Run 1, track usage over the die:
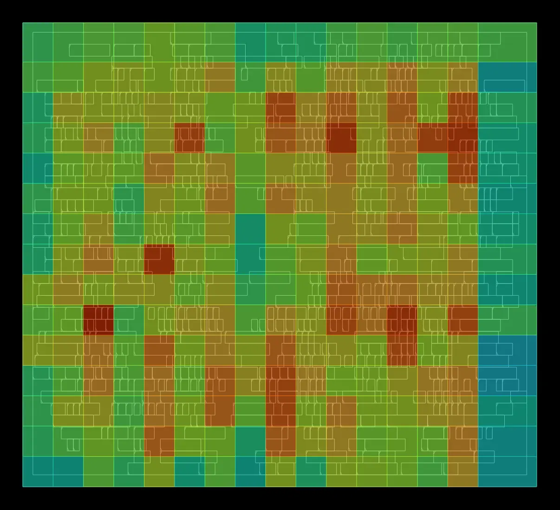
Run 1, the metal 3 layer:
Scale: 4 px per um. Cells faint in the background.
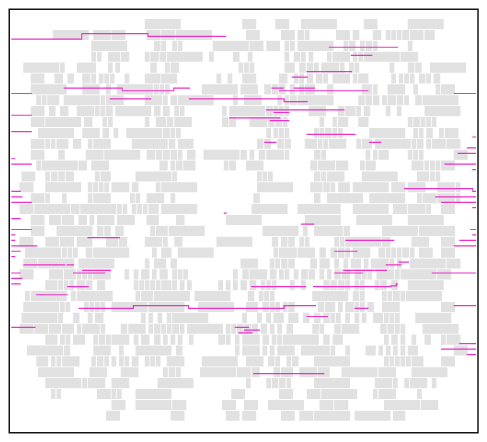
Run 1, M2 wires:
Scale: 4 px per um. Cells faint in the background.
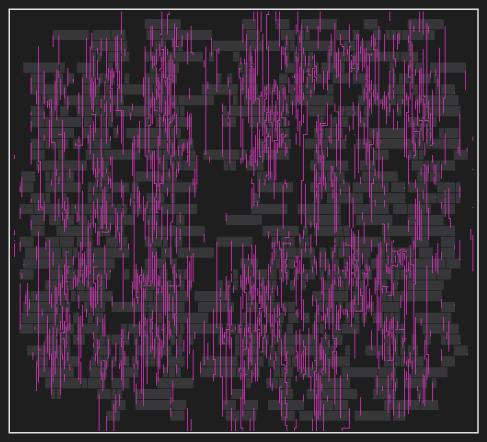
[config.mk]
export PLATFORM = sky130hd
export DESIGN_NAME = motor_channel_ctrl
export DESIGN_NICKNAME = d
export VERILOG_FILES = /design/src/rtl/motor_channel_ctrl_pkg.sv /design/src/rtl/motor_channel_ctrl_quad_decoder.sv /design/src/rtl/motor_channel_ctrl.sv
export SDC_FILE = /design/constraint.sdc
export NUM_CORES = 1
export LEC_CHECK = 0
export ABC_AREA = 1
export CORE_ASPECT_RATIO = 0.9
export CORE_MARGIN = 2
export CORE_UTILIZATION = 50
export DETAILED_ROUTE_END_ITERATION = 7
export PLACE_DENSITY = 0.73
export REMOVE_ABC_BUFFERS = 1
export SLEW_MARGIN = 20
export SYNTH_ARGS = -nofsm -noshare
export SYNTH_HDL_FRONTEND = slang
export SYNTH_SLANG_ARGS = --single-unit
[constraint.sdc]
create_clock -name clk -period 3.8 [get_ports clk]
set_input_delay 0.76 -clock clk [delete_from_list [all_inputs] [get_ports clk]]
set_output_delay 0.76 -clock clk [all_outputs]
set_load 0.01 [all_outputs]
[src/rtl/motor_channel_ctrl_pkg.sv]
// Shared types for the motor channel controller: channel FSM states and
// quadrature step classification used by every quad_decoder instance.
package motor_channel_ctrl_pkg;

    typedef enum logic [1:0] {
        ST_IDLE,
        ST_DEAD,
        ST_DRIVE
    } ch_state_e;

    typedef enum logic [1:0] {
        STEP_ZERO,
        STEP_PLUS,
        STEP_MINUS,
        STEP_ERR
    } quad_step_e;

    // Position of an {A,B} pair along the forward cycle 00->10->11->01.
    function automatic logic [1:0] gray_idx(input logic [1:0] ab);
        logic [1:0] idx;
        case (ab)
            2'b00:   idx = 2'd0;
            2'b10:   idx = 2'd1;
            2'b11:   idx = 2'd2;
            default: idx = 2'd3;
        endcase
        return idx;
    endfunction

    function automatic quad_step_e quad_step(input logic [1:0] prev_ab,
                                             input logic [1:0] cur_ab);
        logic [1:0] delta;
        quad_step_e step;
        delta = gray_idx(cur_ab) - gray_idx(prev_ab);
        case (delta)
            2'd0:    step = STEP_ZERO;
            2'd1:    step = STEP_PLUS;
            2'd3:    step = STEP_MINUS;
            default: step = STEP_ERR;
        endcase
        return step;
    endfunction

endpackage

[src/rtl/motor_channel_ctrl_quad_decoder.sv]
// Quadrature decoder for one encoder: 2-flop synchronizer, optional glitch
// filter (ENC_FILTER_EN), wrapping position counter and sticky error flag.
module quad_decoder
    import motor_channel_ctrl_pkg::*;
#(
    parameter int CNT_W = 16
) (
    input  logic             clk,
    input  logic             rst,
    input  logic             enc_a,
    input  logic             enc_b,
    input  logic             cnt_clr,
    output logic [CNT_W-1:0] position,
    output logic             enc_err
);

    logic [1:0] sync1, sync2;
    logic [1:0] prev_ab;
    logic [1:0] cur_ab;
    quad_step_e step;

    // NOTE: sequential state always uses non-blocking assignments so every
    // flop samples the pre-edge value of its neighbours.
    always_ff @(posedge clk or negedge rst) begin
        if (!rst) begin
            sync1 <= '0;
            sync2 <= '0;
        end else begin
            sync1 <= {enc_a, enc_b};
            sync2 <= sync1;
        end
    end

`ifdef ENC_FILTER_EN
    logic [1:0] hist1, hist2;

    always_ff @(posedge clk or negedge rst) begin
        if (!rst) begin
            hist1 <= '0;
            hist2 <= '0;
        end else begin
            hist1 <= sync2;
            hist2 <= hist1;
        end
    end

    // prev_ab doubles as the filter's held level; a bit moves only when the
    // last three synced samples agree.
    // NOTE: the default assignment first keeps this block purely
    // combinational; without it a missed path would infer a latch.
    always_comb begin
        cur_ab = prev_ab;
        for (int b = 0; b < 2; b++) begin
            if (sync2[b] == hist1[b] && hist1[b] == hist2[b])
                cur_ab[b] = sync2[b];
        end
    end
`else
    assign cur_ab = sync2;
`endif

    assign step = quad_step(prev_ab, cur_ab);

    always_ff @(posedge clk or negedge rst) begin
        if (!rst) begin
            prev_ab  <= '0;
            position <= '0;
            enc_err  <= 1'b0;
        end else begin
            prev_ab <= cur_ab;
            if (cnt_clr) begin
                position <= '0;
                enc_err  <= 1'b0;
            end else begin
                unique case (step)
                    STEP_ZERO:  position <= position;
                    STEP_PLUS:  position <= position + CNT_W'(1);
                    STEP_MINUS: position <= position - CNT_W'(1);
                    STEP_ERR:   enc_err  <= 1'b1;
                endcase
            end
        end
    end

endmodule

[src/rtl/motor_channel_ctrl.sv]
// Multi-channel H-bridge PWM driver with dead-time FSM and quadrature position
// feedback. Define ENC_FILTER_EN to add a 3-sample glitch filter on encoders.
module motor_channel_ctrl
    import motor_channel_ctrl_pkg::*;
#(
    parameter int NUM_CH = 2,
    parameter int PWM_W  = 8,
    parameter int CNT_W  = 16,
    parameter int DT_W   = 4
) (
    input  logic                    clk,
    input  logic                    rst,
    input  logic                    pwm_en,
    input  logic [NUM_CH*PWM_W-1:0] duty,
    input  logic [NUM_CH-1:0]       dir,
    input  logic [DT_W-1:0]         dead_time,
    input  logic [NUM_CH-1:0]       enc_a,
    input  logic [NUM_CH-1:0]       enc_b,
    input  logic [NUM_CH-1:0]       cnt_clr,
    output logic [NUM_CH-1:0]       motor_pos,
    output logic [NUM_CH-1:0]       motor_neg,
    output logic [NUM_CH*CNT_W-1:0] position,
    output logic [NUM_CH-1:0]       enc_err
);

    // Counter stops one short of all-ones so a full-scale duty is 100% on.
    localparam logic [PWM_W-1:0] PWM_LAST = {{(PWM_W-1){1'b1}}, 1'b0};

    logic [PWM_W-1:0] pwm_cnt, pwm_cnt_nxt;
    logic             wrap;

    assign wrap        = (pwm_cnt == PWM_LAST);
    assign pwm_cnt_nxt = wrap ? '0 : pwm_cnt + PWM_W'(1);

    always_ff @(posedge clk or negedge rst) begin
        if (!rst) pwm_cnt <= '0;
        else      pwm_cnt <= pwm_cnt_nxt;
    end

    for (genvar i = 0; i < NUM_CH; i++) begin : g_ch
        ch_state_e        state, state_nxt;
        logic [PWM_W-1:0] duty_sh, duty_sh_nxt;
        logic             dir_sh, dir_sh_nxt;
        logic [DT_W-1:0]  dt_cnt, dt_cnt_nxt;
        logic             dead_done;
        logic             raw_nxt;
        logic             pos_q, neg_q;

        assign duty_sh_nxt = wrap ? duty[i*PWM_W +: PWM_W] : duty_sh;
        assign dir_sh_nxt  = wrap ? dir[i] : dir_sh;
        // A zero dead_time still spends one cycle in DEAD.
        assign dead_done   = ({1'b0, dt_cnt} + (DT_W+1)'(1)) >= {1'b0, dead_time};

        always_comb begin
            state_nxt  = state;
            dt_cnt_nxt = dt_cnt;
            if (!pwm_en) begin
                state_nxt = ST_IDLE;
            end else begin
                case (state)
                    ST_IDLE: begin
                        if (wrap) begin
                            state_nxt  = ST_DEAD;
                            dt_cnt_nxt = '0;
                        end
                    end
                    ST_DEAD: begin
                        if (dead_done) state_nxt  = ST_DRIVE;
                        else           dt_cnt_nxt = dt_cnt + DT_W'(1);
                    end
                    ST_DRIVE: begin
                        if (wrap && dir[i] != dir_sh) begin
                            state_nxt  = ST_DEAD;
                            dt_cnt_nxt = '0;
                        end
                    end
                    default: state_nxt = ST_IDLE;
                endcase
            end
        end

        // Outputs are registered from next-cycle values so they line up with
        // the state, counter and shadow registers they are derived from.
        assign raw_nxt = (pwm_cnt_nxt < duty_sh_nxt);

        always_ff @(posedge clk or negedge rst) begin
            if (!rst) begin
                state   <= ST_IDLE;
                dt_cnt  <= '0;
                duty_sh <= '0;
                dir_sh  <= 1'b0;
                pos_q   <= 1'b0;
                neg_q   <= 1'b0;
            end else begin
                state   <= state_nxt;
                dt_cnt  <= dt_cnt_nxt;
                duty_sh <= duty_sh_nxt;
                dir_sh  <= dir_sh_nxt;
                pos_q   <= (state_nxt == ST_DRIVE) &&  dir_sh_nxt && raw_nxt;
                neg_q   <= (state_nxt == ST_DRIVE) && !dir_sh_nxt && raw_nxt;
            end
        end

        assign motor_pos[i] = pos_q;
        assign motor_neg[i] = neg_q;

        quad_decoder #(
            .CNT_W (CNT_W)
        ) u_quad (
            .clk      (clk),
            .rst      (rst),
            .enc_a    (enc_a[i]),
            .enc_b    (enc_b[i]),
            .cnt_clr  (cnt_clr[i]),
            .position (position[i*CNT_W +: CNT_W]),
            .enc_err  (enc_err[i])
        );
    end

endmodule

==> summary.txt, run 1 <==
run metrics: worst path bufs/invs 1, met3 WL 634 um, TritonCTS clock tree yes, Pre-antenna DRT Iters 5, pre-CTS WS 0.619 ns, fp util 50.7%, leakage 0.00364 uW, Logic pwr share between 30% and 40%, crit-path cells ha_1, ha_1, xnor2_1, nand2_1, nand2_1, nand2_1, inv_1, ha_1, a21oi_1, nand2_1, nand2_1, nand2_1, a21oi_1, a21oi_1, nand2_1, nand2_1, ys flops 88, Top cell area share between 30% and 40%, AND-OR/OR-AND Cells, Area Fraction between 10% and 20%, clk_lat worst skew between 0.3 and 0.4 ns, CTS root buffer clkbuf_16, power share of the clock group 30.7%, most used flip-flop cell dfrtp_1, routed wl met2 5820 um, cell repeated most along the worst path nand2_1, Die Span Y 106 um, unique cell type count in the Yosys netlist 37, flip-flops between 80 and 90, OpenROAD warning count 30, CP top delay family adder cells, antenna violations before repair 0, Post-CTS Hold Buffers 0, non-clk buf share 10.6%, status finished, final reports clean, switching share of total power 33.0%, final hold vios 0, Basic Gates by Area 23.8%, worst-path fanout max 15, clk slew on worst S/H paths 0.06 ns, # rows 37, pwr/cell area 421 nW/um2, nonclk buf count about 74, comb area leader simple AND/OR/NAND/NOR gates, setup TNS 0 ns, clock buffer count 12, ys async rst share 100%, cell total in the yosys stat output 724, Slew Viols, Final 0, largest net degree at the start of global routing 62, CP arrival between 3 and 4 ns, nonclk inv count between 80 and 90, final instance area between 6000 and 7000 um2, min Tclk post-route 3.21 ns, wl on met1 5810 um, post-route ant nets 0, fill count 1041, Mux area share 0%, Seq/total area 32.1%, CP required 4.03 ns, logic area 3110 um2, CTS Sinks 88, well tap count 156, CTS Buffer Depth 2, Post-CTS Resized 0, Netlist Area Pre-Place 5730 um2, most frequent cell after synthesis nand2_1, fin cells 957, top cells, area dfrtp_1 (38%), ha_1 (14%), nand2_1 (13%), largest class logic gates, Crit Path Class reg -> reg, Largest Register g_ch.u_quad.position, die width 117 um, RSZ-0062 raised after global routing no, Max Cap Viol 0, Comb area share 45.4%, Pint 1930 uW, crit path capture type register, Top Layout Cells nand2_1 (193), inv_1 (88), dfrtp_1 (88), FF/Latch Area 2200 um2, xor/xnor share about 2.1%, cells after synthesis 724, Worst R2R Setup Slack 0.59 ns, mi-comb count 535, Initial DRC Count between 150 and 200, Post-CTS Setup Bufs 0, Worst Slack Setup Final 0.594 ns, Final Core Density 60.7%, number of global-route vias before repair 4651, core box area 11300 um2, syn avg cell area 7.91 um2, layout cells sized above 1 7.62%, peak supply drop 0.347 mV, yosys warning tally 0, Largest regs g_ch.u_quad.position x32, g_ch.duty_sh x16, Final setup viols 0, total CTS buffers 9, P_seq 1110 uW, FMAX between 300 and 400 MHz, Inst Count DP 942, Layout Skew 0.00814 ns, Slew HR 48.0%, CP max-delay cell inv_1, Post-synth EDFFs 0
## Picture notes: 'track usage over the die'
met2 Resource Use GR: 35.7%
met1 GRT Util: 28.2%
GR peak layer: met2
drt wl/cell: 12.9 um
Overall Global Routing Usage: 21.6%

## Picture notes: 'the metal 3 layer'
wire length on this layer	634 um
nets with wire on the layer	70
share of all routed wire	5.1%
met3 Usage GRT: 6.27%
DRT Wirelength: 12300 um
DR vias: 4902

## Picture notes: 'M2 wires'
wire length on this layer	5820 um
longest straight run	38.1 um

-- run 1: path summary, 6_finish.rpt --
check | from | end | cells after the start
hold reg to reg | g_ch[0].u_quad.sync1[1] | g_ch[0].u_quad.cur_ab[1] | 0
setup / recovery | g_ch[0].u_quad.cur_ab[0] | g_ch[0].u_quad.position[11] | 16
min in group asynchronous | rst | g_ch[1].u_quad.position[14] | 1
hold / removal | g_ch[0].u_quad.sync1[1] | g_ch[0].u_quad.cur_ab[1] | 0
setup reg to reg | g_ch[0].u_quad.cur_ab[0] | g_ch[0].u_quad.position[11] | 16
max in group asynchronous | rst | g_ch[0].dt_cnt[2] | 2
-- run 1: per-stage QoR --
step	total power, uW	hold WS (ns)
after CTS	2910	0.352
after detailed placement	2010	0.337
after floorplan	1640	0.331
final	2890	0.348
after global placement	1980	0.333
after global routing	3070	0.357
Run 1, wire density map:
Scale: 3 px per um. The die is cut into 23 by 21 equal tiles; dark blue is low, red is high, scaled to the fullest tile. Values are wire area over tile area, all layers added.
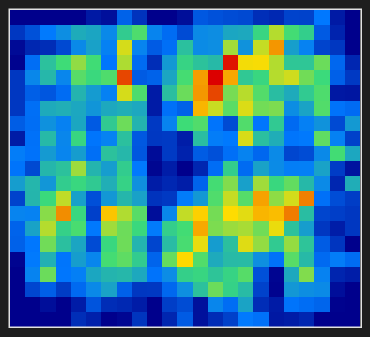

==> run 2: changes to the inputs <==
--- a/config.mk
+++ b/config.mk
@@ -10,7 +10,7 @@
 export CORE_MARGIN = 2
 export CORE_UTILIZATION = 50
 export DETAILED_ROUTE_END_ITERATION = 7
-export PLACE_DENSITY = 0.73
+export PLACE_DENSITY = 0.76
 export REMOVE_ABC_BUFFERS = 1
 export SLEW_MARGIN = 20
 export SYNTH_ARGS = -nofsm -noshare
==> constraint.sdc (replaced) <==
create_clock -name clk -period 2.84 [get_ports clk]
set_input_delay 0.568 -clock clk [delete_from_list [all_inputs] [get_ports clk]]
set_output_delay 0.568 -clock clk [all_outputs]
set_load 0.01 [all_outputs]
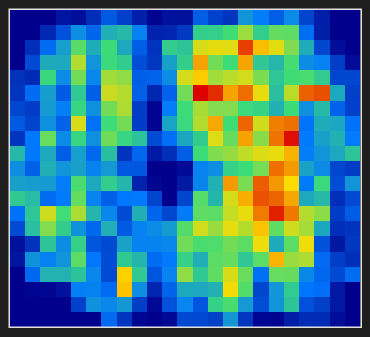
Run 2: wire density map
Scale: 3 px per um. The die is cut into 23 by 21 equal tiles; dark blue is low, red is high, scaled to the fullest tile. Values are wire area over tile area, all layers added.
tiles over half the peak	28%
nearly empty tiles	8.9%
emptiest ninth of the die	lower left
Overall Global Routing Usage: 23.9%
DR vias: 5313

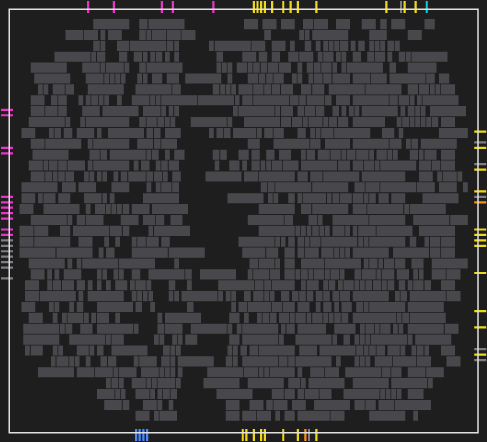
Run 2: pin map
Scale: 4 px per um. Pins as bars across the die edge, other pins in gray.
port	color	pins	direction	edge
rst	cyan	1	input	top
duty	magenta	16	input	11 left, 5 top
position	yellow	32	output	12 right, 12 top, 8 bottom
dead_time	blue	4	input	bottom
enc_a	orange	2	input	1 bottom, 1 right
IO buf count: 68
die width: 117 um
Die Span Y: 106 um

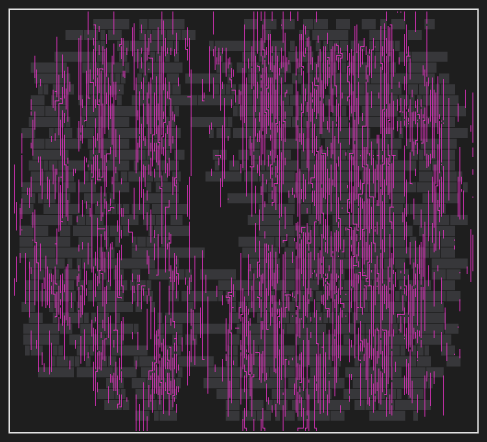
Run 2: M2 wires
Scale: 4 px per um. Cells faint in the background.
longest straight run	36.7 um
wire length on this layer	7710 um
share of all routed wire	51%
DRT Wirelength: 15000 um
met2 Resource Use GR: 41.7%

==> summary.txt, run 2 <==
run metrics: AND-OR/OR-AND Cells, Area Fraction 13.6%, Post-CTS Resized 26, Top Layout Cells nand2_1 (168), dfrtp_1 (88), inv_1 (82), pre-CTS WS -0.0772 ns, CTS root buffer clkbuf_16, FF/Latch Area approximately 2200 um2, cells after synthesis 724, fill count ~840, cell total in the yosys stat output between 700 and 800, Crit Path Class reg -> reg, crit-path cells buf_6, ha_4, ha_4, xor2_2, nand2_1, nand2_2, nand2_2, inv_2, buf_12, fa_2, nand3_2, nand3_4, inv_2, o21ai_4, nand2_1, nand3_2, nand2_1, nand2_1, o21ai_0, CP arrival 3.06 ns, CP required 3.11 ns, Worst Reg-to-Reg Cells 19, Largest regs g_ch.u_quad.position x32, g_ch.duty_sh x16, Pint 3200 uW, routed wl met2 a little under 8000 um, most used flip-flop cell dfrtp_1, nonclk inv count approximately 90, GR peak layer met2, critical path endpoint g_ch[0].u_quad.position[10], ys flops 88, largest net degree at the start of global routing about 40, worst hold margin 0.162 ns, Slew Viols, Final 0, Slew HR 46.0%, RR Endpoint g_ch[0].u_quad.position[10], met1 GRT Util 29.8%, fin cells 1011, final hold vios 0, mi-comb count 535, logic area roughly 3800 um2, CTS Buffer Depth 2, TritonCTS clock tree yes, most frequent cell after synthesis nand2_1, Netlist Area Pre-Place between 5000 and 6000 um2, core box area 11300 um2, P_seq 1530 uW, CTS Sinks 88, Worst Slack Setup Final 0.0502 ns, Comb area share 46.8%, # rows 37, unique cell type count in the Yosys netlist 37, yosys warning tally 0, top post-synthesis cells by count nand2_1 (193), dfrtp_1 (88), inv_1 (88), Max Cap Viol 0, non-clk buf share between 10% and 20%, Seq/total area 27.4%, CP max-delay cell dfrtp_1, crit path launch g_ch[0].u_quad.cur_ab[0], setup TNS 0 ns, syn avg cell area between 7 and 8 um2, xor/xnor share 2.14%, Levels on crit path 19, top cells, area dfrtp_1 (38%), ha_1 (14%), nand2_1 (13%), Pwr Total 4840 uW, largest class logic gates, worst-path fanout max 8, RSZ-0062 raised after global routing yes, number of global-route vias before repair 5170, class of the worst hold path in -> async, clk slew on worst S/H paths about 0.070 ns, clk_lat worst skew 0.35 ns, OpenROAD warning count 32, Reg-to-Reg Start g_ch[0].u_quad.cur_ab[0], worst path bufs/invs 4, drt wl/cell between 10 and 15 um, Final Core Density 71.2%, Post-CTS Setup Bufs 3, Final setup viols 0, nonclk buf count 127, Worst R2R Setup Slack 0.05 ns, crit path capture type register, pwr/cell area 602 nW/um2, clock buffer count 9, met3 WL 553 um, peak supply drop 0.416 mV, status finished, final reports clean, switching share of total power around 34%, layout cells sized above 1 26.0%, met3 Usage GRT under 10%, cell repeated most along the worst path nand2_1, leakage 0.00398 uW, Post-synth EDFFs 0, Logic pwr share 39.2%, wl on met1 ~6300 um, Pre-antenna DRT Iters 6, well tap count roughly 160, Mux area share 0%, FMAX 358 MHz, Largest Register g_ch.u_quad.position
[run 2: worst min-delay path by stage]
| stage | start | end | slack (ns) | cells past startpoint |
|---|---|---|---|---|
| 2_1_floorplan | rst | g_ch[0].dir_sh | 0.27 | 0 |
| 3_3_place_gp | g_ch[0].u_quad.sync1[0] | g_ch[0].u_quad.cur_ab[0] | 0.33 | 0 |
| 3_5_place_dp | g_ch[0].u_quad.sync1[1] | g_ch[0].u_quad.cur_ab[1] | 0.34 | 0 |
| 4_1_cts | rst | g_ch[1].u_quad.position[13] | 0.18 | 1 |
| 5_1_grt | rst | g_ch[1].u_quad.position[13] | 0.20 | 1 |
| 6_report | rst | g_ch[1].u_quad.position[13] | 0.16 | 1 |
Run 2, track usage over the die:
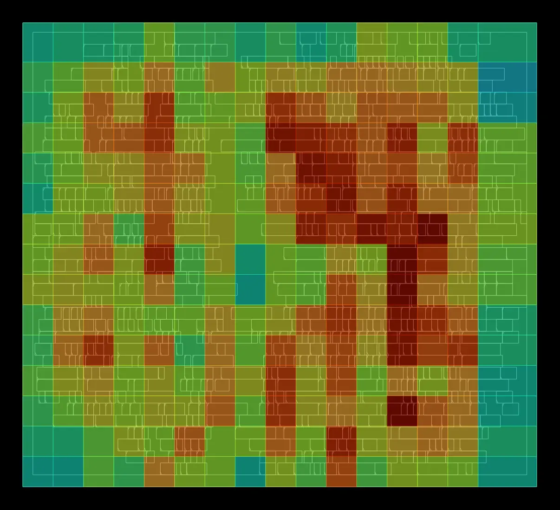

==> run 3: changes to the inputs <==
--- a/config.mk
+++ b/config.mk
@@ -5,12 +5,11 @@
 export SDC_FILE = /design/constraint.sdc
 export NUM_CORES = 1
 export LEC_CHECK = 0
-export ABC_AREA = 1
 export CORE_ASPECT_RATIO = 0.9
 export CORE_MARGIN = 2
-export CORE_UTILIZATION = 50
+export CORE_UTILIZATION = 51
 export DETAILED_ROUTE_END_ITERATION = 7
-export PLACE_DENSITY = 0.76
+export PLACE_DENSITY = 0.77
 export REMOVE_ABC_BUFFERS = 1
 export SLEW_MARGIN = 20
 export SYNTH_ARGS = -nofsm -noshare
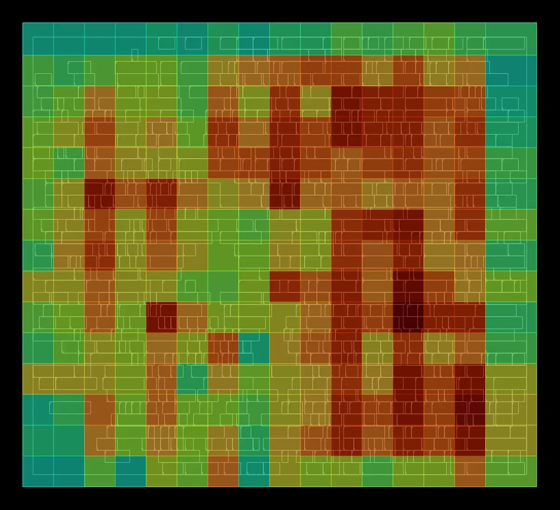
Run 3: track usage over the die
met3 Usage GRT: 6.82%
drt wl/cell: 19.9 um

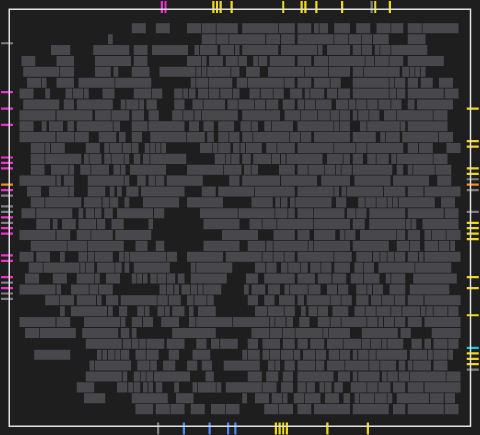
Run 3: pin map
Scale: 4 px per um. Pins as bars across the die edge, other pins in gray.
port	color	pins	direction	edge
dead_time	blue	4	input	bottom
duty	magenta	16	input	14 left, 2 top
rst	cyan	1	input	right
enc_a	orange	2	input	1 right, 1 left
position	yellow	32	output	15 right, 11 top, 6 bottom
Die Span Y: 104 um
die width: 115 um

==> summary.txt, run 3 <==
run metrics: status finished with violations, violated checks setup timing, Worst Reg-to-Reg Cells 16, total gr overflow 0, GR peak layer met2, clk_lat worst skew 0.36 ns, Layout Skew 0.0146 ns, post-route ant nets 0, synthesis-to-finish area growth 48.8%, Netlist Area Pre-Place 5650 um2, Reg-to-Reg Start g_ch[1].u_quad.prev_ab[1], Die Area roughly 12000 um2, crit-path cells inv_1, ha_2, nor2_4, xor2_4, xnor2_4, nor2_4, buf_6, buf_6, ha_4, o21ai_0, nor2_2, o41a_4, a221oi_4, nor3_1, or3b_4, mux2_4, Placed Area about 7000 um2, Inst Count DP around 850, largest net degree at the start of global routing 46, CP arrival 3.69 ns, Worst setup SP type register, most frequent cell after synthesis dfrtp_1, Basic Gates by Area 16.5%, H-tree Lvls 3, commonest non-fill, non-tap cell in the layout dfrtp_1, Post-CTS Setup Bufs 15, Initial DRC Count 379, # rows 36, max layer used met4, crit path capture type register, met1 GRT Util a little under a third, peak supply drop 0.453 mV, total CTS buffers 9, comb area leader simple AND/OR/NAND/NOR gates, clk slew on worst S/H paths 0.07 ns, RR Endpoint g_ch[1].u_quad.position[15], Crit Path Class reg -> reg, most used flip-flop cell dfrtp_1, wl on met1 7070 um, Pre-antenna DRT Iters 5, worst path bufs/invs 3, cell total in the yosys stat output 589, Yosys top cell by area dfrtp_1, ys flops 88, xor/xnor share between 5 and 6%, fp util 52.3%, Largest regs g_ch.u_quad.position x32, g_ch.duty_sh x16, met3 WL 994 um, setup TNS -7.12 ns, top post-synthesis cells by count dfrtp_1 (88), ha_1 (64), nor2_1 (62), Overall Global Routing Usage 26.8%, Post-CTS Hold Buffers 0, OpenROAD warning count 32, adder share 14.9%, IO buf count 68, unique cell type count in the Yosys netlist 54, worst hold margin 0.197 ns, crit path launch g_ch[1].u_quad.prev_ab[1], pwr/cell area 714 nW/um2, first-pass GRT wire length 25500 um, sequential area share after synthesis 39.0%, CTS root buffer clkbuf_16, final instance area 8410 um2, Nets between 800 and 900, Slew HR 60.7%, antenna violations before repair 0, Largest Register g_ch.u_quad.position, Mux area share 4.87%, Pwr Total 6000 uW, top cells, area dfrtp_1 (39%), ha_1 (14%), mux2i_1 (4.6%), Top cell area share 39.0%, Final setup viols 21, CTS Buffer Depth 2, fin cells 890, met2 Resource Use GR 45.3%, Post-CTS Resized 102, final hold vios 0, leakage 0.00391 uW, AND-OR/OR-AND Cells, Area Fraction approximately 16%, worst-path fanout max 4, layout cells sized above 1 32.2%, IO Pins 69, Final Core Density around 78%, min Tclk post-route roughly 3.5 ns, syn avg cell area 9.59 um2, TritonCTS clock tree yes, dpl hpwl 9940 um, core box area 10800 um2, routed wl met2 8980 um, class of the worst hold path in -> async, Levels on crit path 16, Slew Viols, Final 0, drt via density 6.04, Largest register FFs 32, CP max-delay cell or3b_4, CP top delay family simple AND/OR/NAND/NOR gates, yosys warning tally 0, FMAX around 290 MHz, gpl congestion 0.886, Post-synth EDFFs 0, cells after synthesis 589, DRC 0, CP max stage delay 0.40 ns, ys async rst share 100%, Worst R2R Setup Slack -0.62 ns, critical path endpoint g_ch[1].u_quad.position[15], CP required 3.08 ns, Worst Slack Setup Final -0.616 ns, antenna fix cells 0, number of global-route vias before repair around 5.4k, slew of the pin with the lowest slew margin ~0.59 ns, CTS Sinks slightly below 90, Max Cap Viol 0, Final period util 122%, Top Layout Cells dfrtp_1 (86), buf_4 (83), clkdlybuf4s50_1 (67), RSZ-0062 raised after global routing yes, yosys synthesis chip area around 5700 um2, pre-CTS WS -0.643 ns
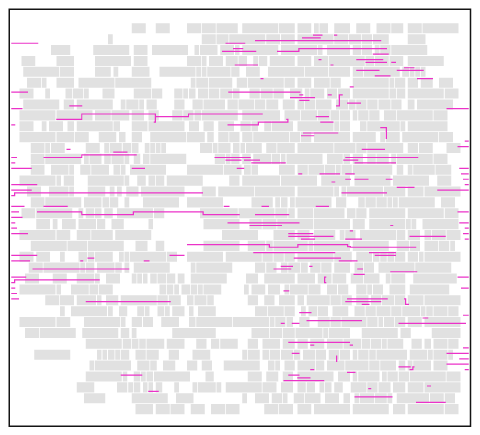
Run 3: the metal 3 layer
Scale: 4 px per um. Cells faint in the background.
share of all routed wire	5.6%
nets with wire on the layer	122
main direction	horizontal
wire length on this layer	994 um
DR vias: 5379
DRT Wirelength: 17700 um

[run 3: cell count changes in the layout (fill, tap and decap cells not counted), moves of 9 or more]
cell	previous run	this run
a21o_1	3	19
o21ai_1	16	7
o21ai_0	30	16
buf_6	2	20
mux2i_1	0	23
nand2b_1	0	11
buf_4	53	83
or2_2	18	0
nand3_1	24	14
nand2_1	168	43
nand2_2	25	3
inv_1	82	28
[run 3: power breakdown]
part	switching (uW)	internal, uW	total (uW)
Combinational	1420	1530	2950
Clock	539	887	1430
Sequential	220	1400	1620
Total	2180	3820	6000
[run 3: cell type report]
type / instances / area, um2
inverter: 32 / 120
sequential: 88 / 2200
fill: 655 / 2400
clock inverter: 6 / 114
multi-input combinational: 450 / 4020
clock buffer: 10 / 239
tap: 133 / 166
timing repair buffer: 171 / 1540
Power figures rest on the tool's default switching activity, not on a simulated workload.
